--- config.mk ---
export PLATFORM = sky130hd
export DESIGN_NAME = seg7_scan_ctrl
export DESIGN_NICKNAME = d
export VERILOG_FILES = /design/src/rtl/seg7_pkg.sv /design/src/rtl/hex7seg_decoder.sv /design/src/rtl/seg7_scan_ctrl.sv
export SDC_FILE = /design/constraint.sdc
export NUM_CORES = 1
export LEC_CHECK = 0
export CORE_UTILIZATION = 49
export CTS_CLUSTER_DIAMETER = 120
export DETAILED_ROUTE_END_ITERATION = 6
export PLACE_DENSITY = 0.77
export SLEW_MARGIN = 10
export SYNTH_ARGS = -nofsm -noshare
export SYNTH_HDL_FRONTEND = slang
export SYNTH_HIERARCHICAL = 1
export SYNTH_SLANG_ARGS = --single-unit
--- constraint.sdc ---
create_clock -name iClk -period 2.3 [get_ports iClk]
set_clock_uncertainty 0.2 [all_clocks]
set_input_delay 0.23 -clock iClk [delete_from_list [all_inputs] [get_ports iClk]]
set_output_delay 0.23 -clock iClk [all_outputs]
set_load 0.005 [all_outputs]
--- src/rtl/seg7_pkg.sv ---
// Shared constants for the multiplexed 7-segment driver: active-low font,
// blank pattern and parameter legality helpers.
package seg7_pkg;

  localparam logic [6:0] SEG_OFF = 7'h7F;

  // Active-low segment patterns in g..a bit order for hex digits 0..F
  localparam logic [6:0] FONT [16] = '{
    7'h40, 7'h79, 7'h24, 7'h30, 7'h19, 7'h12, 7'h02, 7'h78,
    7'h00, 7'h10, 7'h08, 7'h03, 7'h46, 7'h21, 7'h06, 7'h0E
  };

  localparam int unsigned MIN_DIGITS   = 1;
  localparam int unsigned MAX_DIGITS   = 8;
  localparam int unsigned MIN_SCAN_DIV = 2;

  function automatic bit params_ok(input int unsigned n, input int unsigned div,
                                   input int unsigned guard);
    return (n >= MIN_DIGITS) && (n <= MAX_DIGITS) &&
           (div >= MIN_SCAN_DIV) && (guard < div);
  endfunction

endpackage

--- src/rtl/hex7seg_decoder.sv ---
// Combinational hex nibble to active-low 7-segment pattern lookup.
module hex7seg_decoder
  import seg7_pkg::*;
(
  input  logic [3:0] nib_i,
  output logic [6:0] seg_o_c
);

  always_comb begin
    seg_o_c = SEG_OFF;
    case (nib_i)
      4'h0: seg_o_c = FONT[0];
      4'h1: seg_o_c = FONT[1];
      4'h2: seg_o_c = FONT[2];
      4'h3: seg_o_c = FONT[3];
      4'h4: seg_o_c = FONT[4];
      4'h5: seg_o_c = FONT[5];
      4'h6: seg_o_c = FONT[6];
      4'h7: seg_o_c = FONT[7];
      4'h8: seg_o_c = FONT[8];
      4'h9: seg_o_c = FONT[9];
      4'hA: seg_o_c = FONT[10];
      4'hB: seg_o_c = FONT[11];
      4'hC: seg_o_c = FONT[12];
      4'hD: seg_o_c = FONT[13];
      4'hE: seg_o_c = FONT[14];
      4'hF: seg_o_c = FONT[15];
    endcase
  end

endmodule

--- src/rtl/seg7_scan_ctrl.sv ---
// Time-multiplexed N-digit common-anode 7-segment scanner with frame-latched
// shadow inputs, leading-zero suppression and an anti-ghosting guard gap.
module seg7_scan_ctrl
  import seg7_pkg::*;
#(
  parameter int unsigned NUM_DIGITS = 4,
  parameter int unsigned SCAN_DIV   = 100000,
  parameter int unsigned GUARD      = 16
) (
  input  logic                      iClk,
  input  logic                      iRst_n,
  input  logic [4*NUM_DIGITS-1:0]   iData,
  input  logic [NUM_DIGITS-1:0]     iDp,
  input  logic [NUM_DIGITS-1:0]     iBlank,
  input  logic                      iLzs,
  output logic [6:0]                oSeg,
  output logic                      oDp,
  output logic [NUM_DIGITS-1:0]     oAn,
  output logic                      oFrame
);

  localparam int unsigned CNT_W  = $clog2(SCAN_DIV);
  localparam int unsigned IDX_W  = (NUM_DIGITS > 1) ? $clog2(NUM_DIGITS) : 1;
  localparam int unsigned DATA_W = 4 * NUM_DIGITS;
  localparam logic [CNT_W-1:0]      CNT_LAST = CNT_W'(SCAN_DIV - 1);
  localparam logic [IDX_W-1:0]      IDX_LAST = IDX_W'(NUM_DIGITS - 1);
  localparam logic [NUM_DIGITS-1:0] ALL_OFF  = '1;

  if (!params_ok(NUM_DIGITS, SCAN_DIV, GUARD)) begin : g_param_err
    $error("seg7_scan_ctrl: illegal NUM_DIGITS/SCAN_DIV/GUARD combination");
  end

  logic [CNT_W-1:0]      cnt_q, cnt_d;
  logic [IDX_W-1:0]      idx_q, idx_d;
  logic [DATA_W-1:0]     data_q, data_d;
  logic [NUM_DIGITS-1:0] dp_q, dp_d;
  logic [NUM_DIGITS-1:0] blank_q, blank_d;
  logic                  lzs_q, lzs_d;
  logic [NUM_DIGITS-1:0] an_q, an_d;
  logic [6:0]            seg_q, seg_d;
  logic                  dpo_q, dpo_d;
  logic                  frame_q, frame_d;

  logic                  tick_c;
  logic                  frame_c;
  logic                  guard_c;
  logic                  dark_c;
  logic                  all_zero_c;
  logic [NUM_DIGITS-1:0] supp_c;
  logic [3:0]            nib_c;
  logic [6:0]            font_c;

  assign tick_c  = (cnt_q == CNT_LAST);
  assign frame_c = tick_c && (idx_q == IDX_LAST);

  if (GUARD == 0) begin : g_no_guard
    assign guard_c = 1'b0;
  end else begin : g_guard
    assign guard_c = (cnt_q < CNT_W'(GUARD));
  end

  // A digit is suppressed when it and every more-significant nibble are zero
  always_comb begin
    all_zero_c = 1'b1;
    supp_c     = '0;
    for (int k = NUM_DIGITS - 1; k >= 1; k--) begin
      all_zero_c = all_zero_c & (data_q[4*k +: 4] == 4'h0);
      supp_c[k]  = lzs_q & all_zero_c;
    end
  end

  assign nib_c  = data_q[{idx_q, 2'b00} +: 4];
  assign dark_c = blank_q[idx_q] | supp_c[idx_q];

  hex7seg_decoder u_dec (
    .nib_i   (nib_c),
    .seg_o_c (font_c)
  );

  always_comb begin
    cnt_d   = tick_c ? '0 : cnt_q + CNT_W'(1);
    idx_d   = idx_q;
    data_d  = data_q;
    dp_d    = dp_q;
    blank_d = blank_q;
    lzs_d   = lzs_q;
    an_d    = ALL_OFF;
    seg_d   = dark_c ? SEG_OFF : font_c;
    dpo_d   = dark_c | ~dp_q[idx_q];
    frame_d = frame_c;

    if (tick_c) begin
      idx_d = (idx_q == IDX_LAST) ? '0 : idx_q + IDX_W'(1);
    end
    // New inputs take effect only at the frame boundary to avoid tearing
    if (frame_c) begin
      data_d  = iData;
      dp_d    = iDp;
      blank_d = iBlank;
      lzs_d   = iLzs;
    end
    if (!guard_c && !dark_c) begin
      an_d[idx_q] = 1'b0;
    end
  end

  always_ff @(posedge iClk or negedge iRst_n) begin
    if (!iRst_n) begin
      cnt_q   <= '0;
      idx_q   <= '0;
      data_q  <= '0;
      dp_q    <= '0;
      blank_q <= '1;
      lzs_q   <= 1'b0;
      an_q    <= '1;
      seg_q   <= SEG_OFF;
      dpo_q   <= 1'b1;
      frame_q <= 1'b0;
    end else begin
      cnt_q   <= cnt_d;
      idx_q   <= idx_d;
      data_q  <= data_d;
      dp_q    <= dp_d;
      blank_q <= blank_d;
      lzs_q   <= lzs_d;
      an_q    <= an_d;
      seg_q   <= seg_d;
      dpo_q   <= dpo_d;
      frame_q <= frame_d;
    end
  end

  assign oAn    = an_q;
  assign oSeg   = seg_q;
  assign oDp    = dpo_q;
  assign oFrame = frame_q;

endmodule
==> impl_metrics.tcl, run 1 <==
# place-and-route summary
set metrics [dict create \
    clockBufferCount 13 \
    setup_violations 0 \
    drt_iter0_drc 125 \
    worst_ir_drop_vdd_uv 396 \
    fmax_mhz 450 \
    routedWlPerCell_um 14.7 \
    fin_tns_setup_ns 0 \
    top_cell_area_share 0.351 \
    synth-main-ff-cell "dfrtp_1" \
    met3_wirelength_um 205 \
    r2r_end "oSeg[0]" \
    hp-class "in2async" \
    rsz0062_at_grt "true" \
    xor_area_frac 0.0359 \
    top_cell "dfrtp_1" \
    avgSynthCellArea_sq_um 12.9 \
    logic_family "multiplexers" \
    power.internal_w 0.00173 \
    path_class "reg2reg" \
    seq_area_sq_um 1450 \
    finalClockPeriodUsage 0.967 \
    pwr-share-comb 0.092 \
    grt.overflow.total 0 \
    crit_slowest_cell "mux4_2" \
    path_clk_slew_ns 0.07 \
    regMostFlops "cnt_q" \
    outcome "completed" \
    worstPathMaxFanout 4 \
    fp-utilization 0.518 \
    grt_pass1_vias 1954 \
    power_w 0.00220 \
    place_ws_ns 0.00148 \
    crit_path_start_kind "register" \
    wl_met1_um 2560 \
    vias 1917 \
    die_area_sq_um 6280 \
    top_area_cell "dfrtp_1" \
    synth.area.top_cells "dfrtp_1 (35%), dfstp_2 (14%), mux2_4 (10%)" \
    stdcell_count 363 \
    crit_required_ns 2.37 \
    syn-cell-area_sq_um 2920 \
    post_drt_via_cell_ratio 5.28 \
    area_delta_synth_final_pct 26.3 \
    critPathTopFamily "simple AND/OR/NAND/NOR gates" \
    postPlaceCellArea_sq_um 3420 \
]
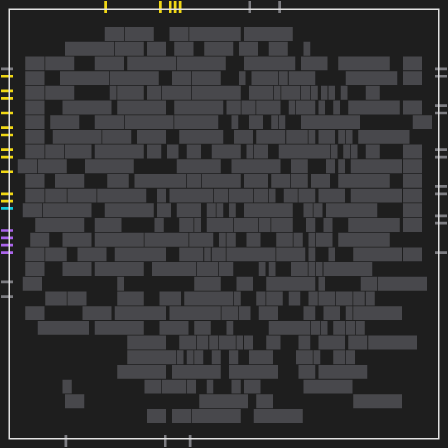
Run 1: I/O pins on the die edge
Pins as bars across the die edge, other pins in grey.
[yellow] iData | pins: 16 | direction: input | edge: 11 left, 5 top
[purple] iDp | pins: 4 | direction: input | edge: left
[cyan] iLzs | pins: 1 | direction: input | edge: left
all pins by edge: 19 left, 11 right, 7 top, 3 bottom
Chip Height: 79.3 um
Port Buffers: 39
Die X: 79.3 um

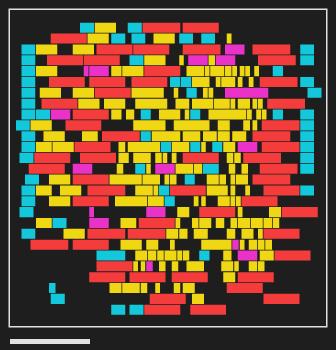
Run 1: cell classes on the final placement
Bar = 20 um.
[magenta] clock drivers and dummy loads | cells: 16 | share of their area: 5.5%
[red] registers | cells: 57 | share of their area: 40%
[cyan] remaining buffers and delay cells | cells: 58 | share of their area: 15%
[yellow] remaining logic cells | cells: 160 | share of their area: 39%
Design Area, Final: 3690 sq um
num rows: 27
Final Util: 0.655
Seq/total area: 0.392

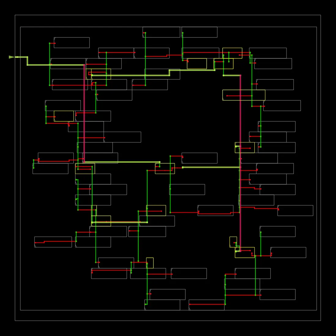
Run 1: clock nets
Clk. pwr: 0.000931 W
CTS sink cnt: 57
flip-flops: 57

## Run 2: what changed since run 1
--- a/config.mk
+++ b/config.mk
@@ -5,10 +5,14 @@
 export SDC_FILE = /design/constraint.sdc
 export NUM_CORES = 1
 export LEC_CHECK = 0
-export CORE_UTILIZATION = 49
+export CELL_PAD_IN_SITES_DETAIL_PLACEMENT = 0
+export CELL_PAD_IN_SITES_GLOBAL_PLACEMENT = 1
+export CORE_MARGIN = 2
+export CORE_UTILIZATION = 40
+export CTS_BUF_LIST = sky130_fd_sc_hd__clkbuf_8 sky130_fd_sc_hd__clkbuf_16
 export CTS_CLUSTER_DIAMETER = 120
 export DETAILED_ROUTE_END_ITERATION = 6
-export PLACE_DENSITY = 0.77
+export PLACE_DENSITY = 0.78
 export SLEW_MARGIN = 10
 export SYNTH_ARGS = -nofsm -noshare
 export SYNTH_HDL_FRONTEND = slang
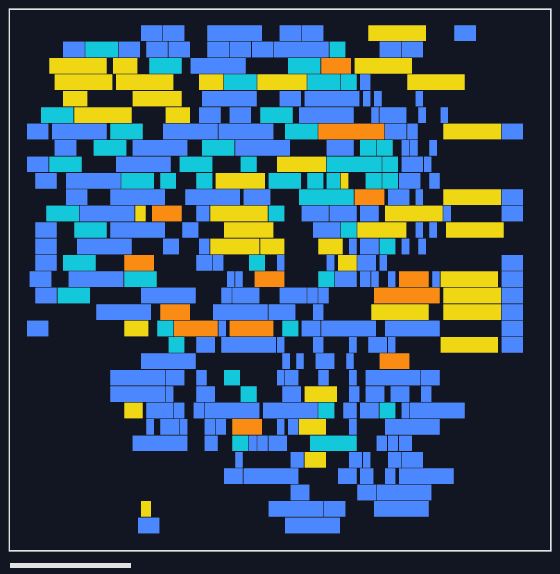
Run 2: cell sizes after repair
Bar = 20 um.
[yellow] x2 | cells: 39
[orange] x6 and larger | cells: 13
[blue] x1 and smaller | cells: 194
[cyan] x3 and x4 | cells: 48
Design Area, Final: 3770 sq um
area grow syn2layout: 28.9%
Non-Clock Buffer Count: 61
PnR worst setup slack: 0.0789 ns

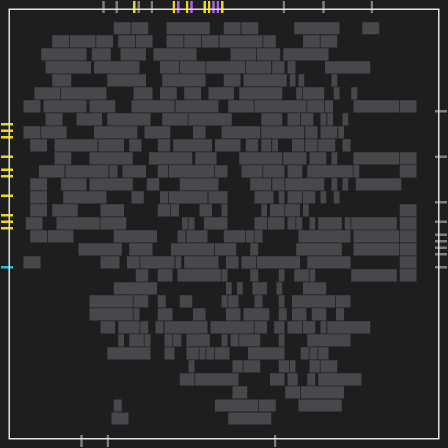
Run 2: I/O pins on the die edge
Pins as bars across the die edge, other pins in grey.
[yellow] iData | pins: 16 | direction: input | edge: 10 left, 6 top
[purple] iDp | pins: 4 | direction: input | edge: top
[cyan] iLzs | pins: 1 | direction: input | edge: left

==> impl_metrics.tcl, run 2 <==
# place-and-route summary
set metrics [dict create \
    outcome "completed" \
    wl_met1_um 2790 \
    seq_area_sq_um 1450 \
    worst_ir_drop_vdd_uv 339 \
    drt_iter0_drc 56 \
    power_w 0.00231 \
    place_ws_ns -0.0212 \
    fp-utilization 0.407 \
    routedWlPerCell_um 14.3 \
    grt.overflow.total 0 \
    vias 1919 \
    stdcell_count 393 \
    fmax_mhz 450 \
    setup_violations 0 \
    path_class "reg2reg" \
    dieHeight_um 89.5 \
    syn-cell-area_sq_um 2920 \
    fp.dieW_um 89.5 \
    crit_required_ns 2.39 \
    seq_share 0.384 \
    crit_slowest_cell "mux4_2" \
    top_area_cell "dfrtp_1" \
    port-buffer-count 39 \
    critPathTopFamily "simple AND/OR/NAND/NOR gates" \
    utilization 0.525 \
    finalClockPeriodUsage 0.966 \
    post_drt_via_cell_ratio 4.88 \
    power.internal_w 0.00179 \
    regMostFlops "cnt_q" \
    synth.area.top_cells "dfrtp_1 (35%), dfstp_2 (14%), mux2_4 (10%)" \
    power_clock_w 0.00103 \
    path_clk_slew_ns 0.07 \
    clockBufferCount 9 \
    xor_area_frac 0.0359 \
    die_area_sq_um 8010 \
]
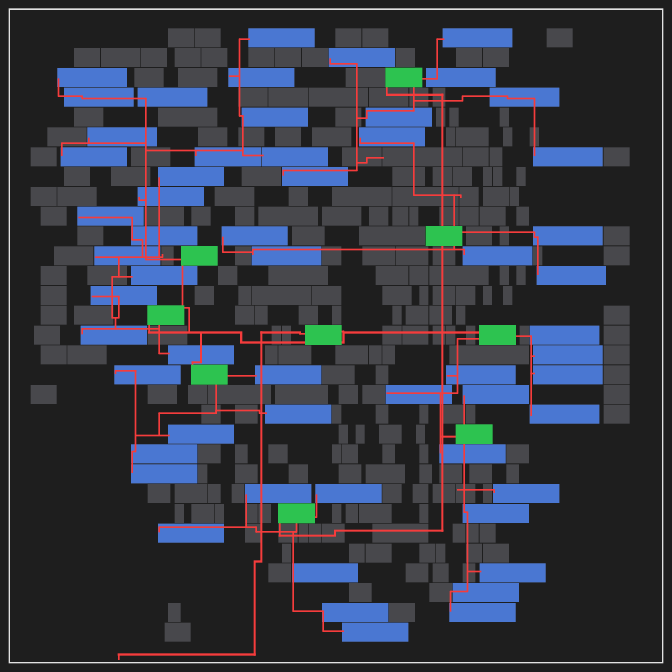
Run 2: clock distribution
[blue] flip-flops | count: 57
[green] clock-net drivers | count: 9
[red] clock wires | length: 772 um
routed clock nets: 10
flops lie: spread over the die

Power is estimated from default activity; no workload was simulated.
